==> src/rtl/cp0_exc_ctrl.sv <==
// cp0_exc_ctrl: exception/interrupt sequencer between the commit stage and CP0.
// Picks the highest-priority event on the committing instruction and issues
// one-cycle CP0 update strobes and a pipeline flush. It then hands a redirect
// PC to fetch over a valid/ready handshake.
module cp0_exc_ctrl #(
    parameter logic [31:0] EXC_VECTOR = 32'hBFC0_0380
) (
    input  logic        clk,
    input  logic        rst_n,
    input  logic        wb_valid,
    input  logic [31:0] wb_pc,
    input  logic        wb_bd,
    input  logic [6:0]  wb_exc,
    input  logic [31:0] wb_badvaddr,
    input  logic        wb_eret,
    input  logic [7:0]  cause_ip,
    input  logic [7:0]  status_im,
    input  logic        status_ie,
    input  logic        status_exl,
    input  logic [31:0] cp0_epc,
    input  logic        redirect_ready,
    output logic        wb_kill,
    output logic        busy,
    output logic        exception,
    output logic [4:0]  exc_code,
    output logic        exc_bd,
    output logic        epc_we,
    output logic [31:0] epc_data,
    output logic        badvaddr_we,
    output logic [31:0] badvaddr_data,
    output logic        eret_commit,
    output logic        flush,
    output logic        redirect_valid,
    output logic [31:0] redirect_pc
);

    typedef enum logic [1:0] {
        IDLE,
        FLUSH,
        REDIRECT
    } state_t;

    state_t      state;
    logic        int_pend;
    logic        detect;
    logic [4:0]  code_n;
    logic        is_exc_n;
    logic        bv_we_n;
    logic [31:0] bv_n;
    logic [31:0] target_q;

    assign int_pend = status_ie & ~status_exl & (|(cause_ip & status_im));
    assign detect   = (state == IDLE) & wb_valid & (int_pend | (|wb_exc) | wb_eret);
    assign wb_kill  = detect;
    assign busy     = (state != IDLE);

    // Priority select of the event to take; lower-priority flags are dropped.
    always_comb begin
        code_n   = 5'h00;
        is_exc_n = 1'b1;
        bv_we_n  = 1'b0;
        bv_n     = '0;
        if (int_pend) begin
            code_n = 5'h00;
        end else if (wb_exc[0]) begin
            code_n  = 5'h04;
            bv_we_n = 1'b1;
            bv_n    = wb_pc;
        end else if (wb_exc[1]) begin
            code_n = 5'h0a;
        end else if (wb_exc[2]) begin
            code_n = 5'h0c;
        end else if (wb_exc[3]) begin
            code_n = 5'h08;
        end else if (wb_exc[4]) begin
            code_n = 5'h09;
        end else if (wb_exc[5]) begin
            code_n  = 5'h04;
            bv_we_n = 1'b1;
            bv_n    = wb_badvaddr;
        end else if (wb_exc[6]) begin
            code_n  = 5'h05;
            bv_we_n = 1'b1;
            bv_n    = wb_badvaddr;
        end else begin
            is_exc_n = 1'b0;
        end
    end

    // Sequencer FSM with registered strobes; strobes loaded at detect appear in FLUSH.
    always_ff @(posedge clk) begin
        if (!rst_n) begin
            state          <= IDLE;
            exception      <= 1'b0;
            exc_code       <= '0;
            exc_bd         <= 1'b0;
            epc_we         <= 1'b0;
            epc_data       <= '0;
            badvaddr_we    <= 1'b0;
            badvaddr_data  <= '0;
            eret_commit    <= 1'b0;
            flush          <= 1'b0;
            redirect_valid <= 1'b0;
            redirect_pc    <= '0;
            target_q       <= '0;
        end else begin
            case (state)
                IDLE: begin
                    if (detect) begin
                        state         <= FLUSH;
                        flush         <= 1'b1;
                        exception     <= is_exc_n;
                        eret_commit   <= ~is_exc_n;
                        exc_code      <= code_n;
                        exc_bd        <= wb_bd;
                        epc_data      <= wb_bd ? (wb_pc - 32'd4) : wb_pc;
                        epc_we        <= is_exc_n & ~status_exl;
                        badvaddr_we   <= bv_we_n;
                        badvaddr_data <= bv_n;
                        target_q      <= is_exc_n ? EXC_VECTOR : cp0_epc;
                    end
                end
                FLUSH: begin
                    state          <= REDIRECT;
                    flush          <= 1'b0;
                    exception      <= 1'b0;
                    eret_commit    <= 1'b0;
                    epc_we         <= 1'b0;
                    badvaddr_we    <= 1'b0;
                    redirect_valid <= 1'b1;
                    redirect_pc    <= target_q;
                end
                REDIRECT: begin
                    if (redirect_ready) begin
                        state          <= IDLE;
                        redirect_valid <= 1'b0;
                    end
                end
                default: state <= IDLE;
            endcase
        end
    end

endmodule

==> config.mk <==
export PLATFORM = sky130hd
export DESIGN_NAME = cp0_exc_ctrl
export DESIGN_NICKNAME = d
export VERILOG_FILES = /design/src/rtl/cp0_exc_ctrl.sv
export SDC_FILE = /design/constraint.sdc
export NUM_CORES = 1
export LEC_CHECK = 0
export CORE_ASPECT_RATIO = 1.1
export CORE_MARGIN = 2
export CORE_UTILIZATION = 30
export CTS_CLUSTER_SIZE = 8
export DETAILED_ROUTE_END_ITERATION = 10
export PLACE_DENSITY = 0.62
export SETUP_SLACK_MARGIN = 0.1
export SYNTH_ARGS = -nofsm -noshare
export SYNTH_HDL_FRONTEND = slang
export SYNTH_SLANG_ARGS = --single-unit
export TNS_END_PERCENT = 50
==> constraint.sdc <==
create_clock -name clk -period 5.9 [get_ports clk]
set_clock_uncertainty 0.05 [all_clocks]
set_input_delay 1.18 -clock clk [delete_from_list [all_inputs] [get_ports clk]]
set_output_delay 1.18 -clock clk [all_outputs]
set_load 0.02 [all_outputs]
==> flow_metrics.env, run 1 <==
# flow metrics
export IMPL_status="finished, final reports clean"
export IMPL_maxPowerGroup="clock"
export IMPL_die_x_um=134
export IMPL_final_nets=923
export IMPL_ctsHoldBuffers=0
export IMPL_cts_root_buf="clkbuf_16"
export IMPL_drv_slew=0
export IMPL_synth_top_cell_by_count="dfxtp_1"
export IMPL_first_global_vias=5005
export IMPL_worst_ep_arrival_time_ns=3.86
export IMPL_max_stage_delay_ns=0.69
export IMPL_power_mw=2.44
export IMPL_edf_count=0
export IMPL_p_int_mw=1.81
export IMPL_top_area_frac=0.506
export IMPL_synthDistinctLibCells=57
export IMPL_crit_family="simple AND/OR/NAND/NOR gates"
export IMPL_fa_ha_area_frac=0.00224
export IMPL_rr_endpoint="target_q[21]$_SDFFE_PN0P_"
export IMPL_hpwl_mm=12.4
export IMPL_globalplace_congestion=0.781
export IMPL_cts_resized=0
export IMPL_min_path_cells=2
export IMPL_top_logic_kind="AND-OR/OR-AND gates"
export IMPL_grt_overflow=0
export IMPL_yosysWarnings=0
export IMPL_antenna_cells=0
export IMPL_nClkBuffers=19
export IMPL_p_comb_uw=363
export IMPL_max_freq_ghz=0.197
export IMPL_min_from="epc_data[16]$_SDFFE_PN0P_"
export IMPL_rsz0062_at_grt="no"
export IMPL_rr_startpoint="state[1]$_SDFFE_PN0P_"
export IMPL_critPathCapture="wb_kill"
export IMPL_startpoint_type="input pin"
export IMPL_clock_latency_late_pin_ns=0.41
export IMPL_worstMarginPinSlew_ns=0.915
export IMPL_crit_type="in -> out"
export IMPL_die_area_sq_um=19700
export IMPL_synth_nets=706
export IMPL_period_used=0.862
export IMPL_worstPathRequired_ns=4.67
export IMPL_antenna_found_initial=0
export IMPL_cp_common_cell="clkdlybuf4s50_1"
export IMPL_well_tap_count=243
export IMPL_met1_length_mm=7.89
export IMPL_grt_start_max_net_pins=65
export IMPL_comb_cell_share=0.288
export IMPL_leakage_nw=2.98
export IMPL_grt_pass1_wl_mm=27.9
export IMPL_met2_length_mm=8.08
export IMPL_avgRoutedWirePerCell_um=16.8
export IMPL_fin_cells=1050
export IMPL_cp_startpoint="wb_exc[3]"
export IMPL_die_y_um=147
export IMPL_logic_gate_count=383
export IMPL_clock_path_buffers=2
export IMPL_top_layer="met4"
export IMPL_top_cells_by_count="141 x dfxtp_1, 81 x nand2_1, 55 x a21oi_1"
export IMPL_whs_endpoint="epc_data[16]$_SDFFE_PN0P_"
export IMPL_ir_worst_vdd_uv=193
[run 1: cell usage in the layout, fill, tap and decap left out, types with 5 or more instances in the layout]
cell type / n
clkdlybuf4s50_1: 235
dfxtp_1: 141
nand2_1: 81
a21oi_1: 55
a22oi_1: 36
a22o_1: 32
o2bb2ai_1: 32
xnor2_1: 19
clkbuf_16: 17
nor2_1: 16
o21ai_1: 14
o221a_1: 12
buf_4: 9
nor4_1: 8
nor3_1: 8
or3_1: 6
xor2_1: 6
a211oi_1: 6
inv_1: 5
nand2b_1: 5
nand3_1: 5
[run 1: tightest hold or removal path, stage by stage, from the launching register on]
cell and delay (ns):
dfxtp_1 0.31, nand2_1 0.05, a32oi_1 0.04
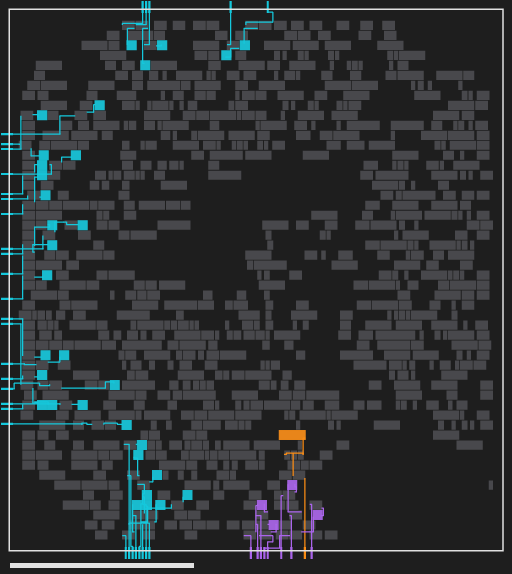
Fig. 1. Port wiring (run 1).
The bar under the picture is 50 um long.
`redirect_valid`: marked orange, direction output, edge bottom, end cells 1, buffers 1, wire 36.0 um. `wb_badvaddr`: marked cyan, direction input, edge 19 left, 8 bottom, 5 top, end cells 32, buffers 32, wire 538 um. `cause_ip`: marked purple, direction input, edge bottom, end cells 4, buffers 8, wire 118 um.
Port Buf Inserts: 235
I/O pins: 237

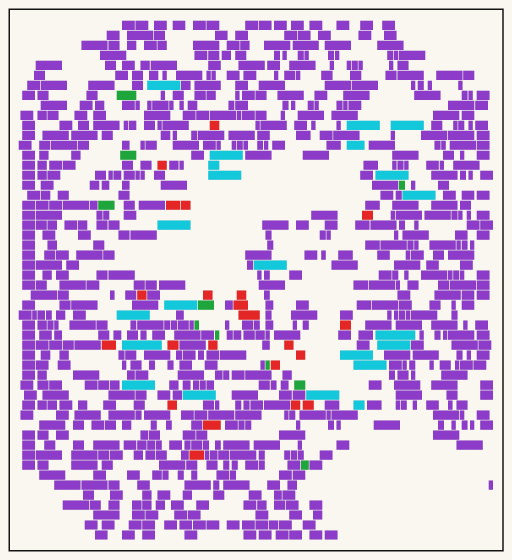
Fig. 2. Sizing map (run 1).
drive 6 and up: marked cyan, cells 22, share 2.7%. drive 1 or less: marked purple, cells 753, share 93%. drive 2: marked green, cells 10, share 1.2%. drive 3 to 4: marked red, cells 22, share 2.7%.
Buffers, non-clock: 244
final worst slack: 0.811 ns
post-route cell area: 8650 sq um
Area Growth Syn to Fin: 55.1%

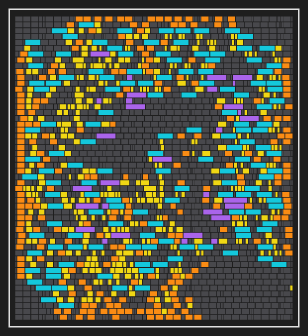
Fig. 3. Placed cells, one colour a class (run 1).
Fill, decap, tap and diode cells in grey.
clock drivers and dummy loads: marked purple, cells 31. all other logic: marked yellow, cells 391. other buffers and delay cells: marked orange, cells 244. flip-flops: marked cyan, cells 141.
Layout Utilization: 0.473
Core ar.: 18300 sq um
# rows: 52
sequential fraction of total cell area: 0.326

==> run 1 -> run 2 <==
--- a/config.mk
+++ b/config.mk
@@ -8,8 +8,10 @@
 export CORE_ASPECT_RATIO = 1.1
 export CORE_MARGIN = 2
 export CORE_UTILIZATION = 30
+export CTS_BUF_LIST = sky130_fd_sc_hd__clkbuf_8 sky130_fd_sc_hd__clkbuf_16
 export CTS_CLUSTER_SIZE = 8
 export DETAILED_ROUTE_END_ITERATION = 10
+export GPL_TIMING_DRIVEN = 0
 export PLACE_DENSITY = 0.62
 export SETUP_SLACK_MARGIN = 0.1
 export SYNTH_ARGS = -nofsm -noshare
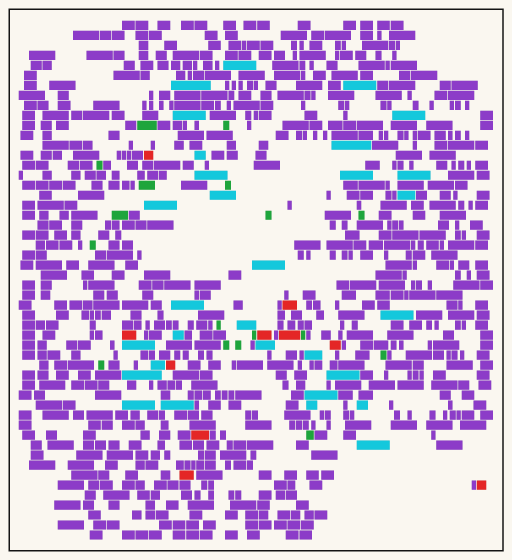
Fig. 4. Sizing map (run 2).
drive 2: marked green, cells 17, share 2.0%. drive 1 or less: marked purple, cells 785, share 93%. drive 6 and up: marked cyan, cells 30, share 3.6%. drive 3 to 4: marked red, cells 10, share 1.2%.
post-route cell area: 8810 sq um
final worst slack: 0.284 ns
Area Growth Syn to Fin: 58.1%
Buffers, non-clock: 279

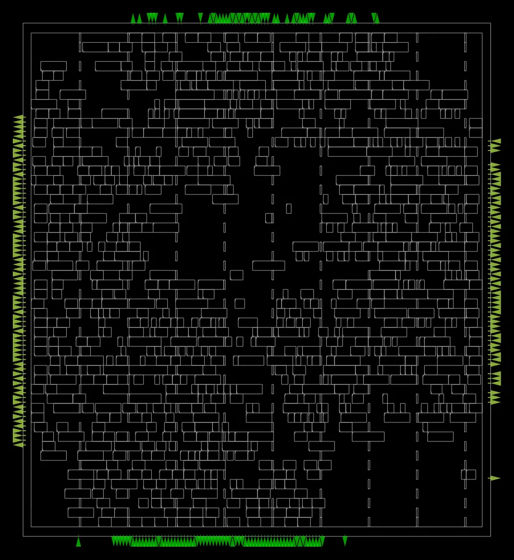
Fig. 5. Placed standard cells (run 2).
Fillers: 1762
Finished Layout Cells: 1085

==> run 2 against run 1 <==
Critical path depth rose by 2. Die size stayed put. Sequential share of layout area shrank 0.62 points. Largest power group unchanged.
==> flow_metrics.env, run 2 <==
# flow metrics
export IMPL_status="finished, final reports clean"
export IMPL_inverters=8
export IMPL_comb_cell_share=0.281
export IMPL_syn_area_sq_um=5580
export IMPL_rr_endpoint="badvaddr_data[10]$_SDFFE_PN0P_"
export IMPL_min_from="epc_data[16]$_SDFFE_PN0P_"
export IMPL_cp_startpoint="wb_exc[3]"
export IMPL_yosysWarnings=0
export IMPL_finalSetupViolCount=0
export IMPL_startpoint_type="input pin"
export IMPL_die_area_sq_um=19700
export IMPL_drt_total_wl_mm=18.9
export IMPL_max_freq_ghz=0.178
export IMPL_power_mw=2.50
export IMPL_tns_ns=0
export IMPL_worstPathRequired_ns=4.67
export IMPL_critPathCapture="wb_kill"
export IMPL_antenna_found_initial=0
export IMPL_hpwl_mm=14.4
export IMPL_seq_power_mw=1.02
export IMPL_met2_length_mm=8.98
export IMPL_drive_gt1_frac=0.0677
export IMPL_edf_count=0
export IMPL_clock_latency_late_pin_ns=0.42
export IMPL_maxPowerGroup="clock"
export IMPL_pre_cts_ws_ns=0.264
export IMPL_top_area_frac=0.506
export IMPL_seq_area_frac=0.320
export IMPL_h_tree_depth=4
export IMPL_leakage_nw=3.06
export IMPL_ys_cells=578
export IMPL_ys_area_sq_um=5580
export IMPL_cts_buffers=17
export IMPL_rr_startpoint="state[1]$_SDFFE_PN0P_"
export IMPL_avgViaCountPerCell=4.84
export IMPL_grt_start_max_net_pins=17
export IMPL_nClkBuffers=18
export IMPL_reg2reg_depth=6
export IMPL_ctsHoldBuffers=0
export IMPL_ant_nets=0
export IMPL_fin_hold_ws_ns=0.401
export IMPL_io_pins=237
export IMPL_combPwrFrac=0.152
export IMPL_track_usage=0.197
export IMPL_die_y_um=147
export IMPL_min_path_cells=2
export IMPL_p_clk_frac=0.440
export IMPL_lay_top_cells="233 x clkdlybuf4s50_1, 141 x dfxtp_1, 81 x nand2_1"
export IMPL_synthArstFlopShare=0
export IMPL_clock_path_buffers=2
export IMPL_synth_nets=706
export IMPL_crit_chain="clkdlybuf4s50_1, or4_1, or4_4, o21ai_4, inv_2, buf_8, clkbuf_1, clkdlybuf4s50_1"
export IMPL_lay_top_count="clkdlybuf4s50_1"
export IMPL_period_used=0.952
export IMPL_fp_row_count=52
export IMPL_first_pass_iters=4
export IMPL_synth_top_cell_by_area="dfxtp_1"
export IMPL_globalplace_congestion=0.800
export IMPL_largest_class="sequential cells"
export IMPL_clk_power_mw=1.10
export IMPL_met1_length_mm=8.30
export IMPL_whs_endpoint="epc_data[16]$_SDFFE_PN0P_"
export IMPL_ir_worst_vdd_uv=201
export IMPL_port_buffers=233
export IMPL_cp_common_cell="clkdlybuf4s50_1"
export IMPL_antenna_cells=0
export IMPL_postSynthSeqShare=0.506
export IMPL_fp_coreArea_sq_um=18300
export IMPL_power_density_nw_per_um2=283
export IMPL_logic_gate_count=383
export IMPL_postSynthAreaPerCell_sq_um=9.65
export IMPL_final_nets=958
export IMPL_grt_overflow=0
export IMPL_warning_count=26
export IMPL_dpl_cell_area_sq_um=8210
export IMPL_topCellsByArea="dfxtp_1 51%, nand2_1 5.5%, a22o_1 5.0%, o2bb2ai_1 5.0%, a21oi_1 4.9%"
export IMPL_dr_first_iter_drc_count=235
export IMPL_worst_ep_arrival_time_ns=4.39
export IMPL_ys_flops=141
export IMPL_swShare=0.255
export IMPL_fp_utilization=0.305
export IMPL_rsz0062_at_grt="no"
export IMPL_die_x_um=134
export IMPL_p_seq_frac=0.408
export IMPL_worstMarginPinSlew_ns=1.04
export IMPL_grt_pass1_wl_mm=29.8
export IMPL_synth_top_cell_by_count="dfxtp_1"
export IMPL_clock_cell_area_share=0.0684
export IMPL_synthDistinctLibCells=57
export IMPL_drv_slew=0
export IMPL_ff_count=141
export IMPL_top_cells_by_count="141 x dfxtp_1, 81 x nand2_1, 55 x a21oi_1"
export IMPL_route_vias_total=5256
export IMPL_well_tap_count=243
export IMPL_top_layer="met4"
export IMPL_hold_viol=0
export IMPL_first_global_vias=5316
export IMPL_dr_wl_met3_mm=1.24
export IMPL_mi_logic_area_sq_um=2480
export IMPL_fin_util=0.482
export IMPL_switchingPower_uw=636
export IMPL_cp_slowest_cell="or4_1"
export IMPL_avgRoutedWirePerCell_um=17.5
export IMPL_drv_cap=0
export IMPL_flop_area_sq_um=2820
export IMPL_end_kind="output port"
export IMPL_cts_resized=0
export IMPL_dp_cells=1054
export IMPL_cts_root_buf="clkbuf_16"
export IMPL_path_clk_slew_ns=0.06
export IMPL_remaining_drc_errors=0
export IMPL_cts_tree="built"
export IMPL_max_stage_delay_ns=0.66
export IMPL_p_int_mw=1.86
export IMPL_crit_type="in -> out"
export IMPL_p_comb_uw=379
==> run 2: cell counts after synthesis <==
Identical to the previous run, type by type.
==> run 2: critical path, delay by kind of cell <==
family | cells | cell delay (ns)
compound gates | 1 | 0.35
buf+inv | 5 | 1.63
simple gates | 2 | 1.23
==> run 2: cell families after synthesis <==
| kind of cell | count (synthesis) | share of synthesized area |
|---|---|---|
| buf+inv | 54 | 0.0487 |
| flops | 141 | 0.506 |
| xor+xnor | 25 | 0.0393 |
| simple gates | 155 | 0.140 |
| fa+ha+maj | 1 | 0.00224 |
| other cells | 1 | 0.000673 |
| compound gates | 201 | 0.262 |
==> run 2: metal layers <==
layer	vias up	global-route usage
li1	2633	-
met1	2427	0.244
met2	171	0.326
met3	25	0.0514
met4	0	0.0777
met5	-	0
No activity file was given, so power comes from the tool's default toggle rates.
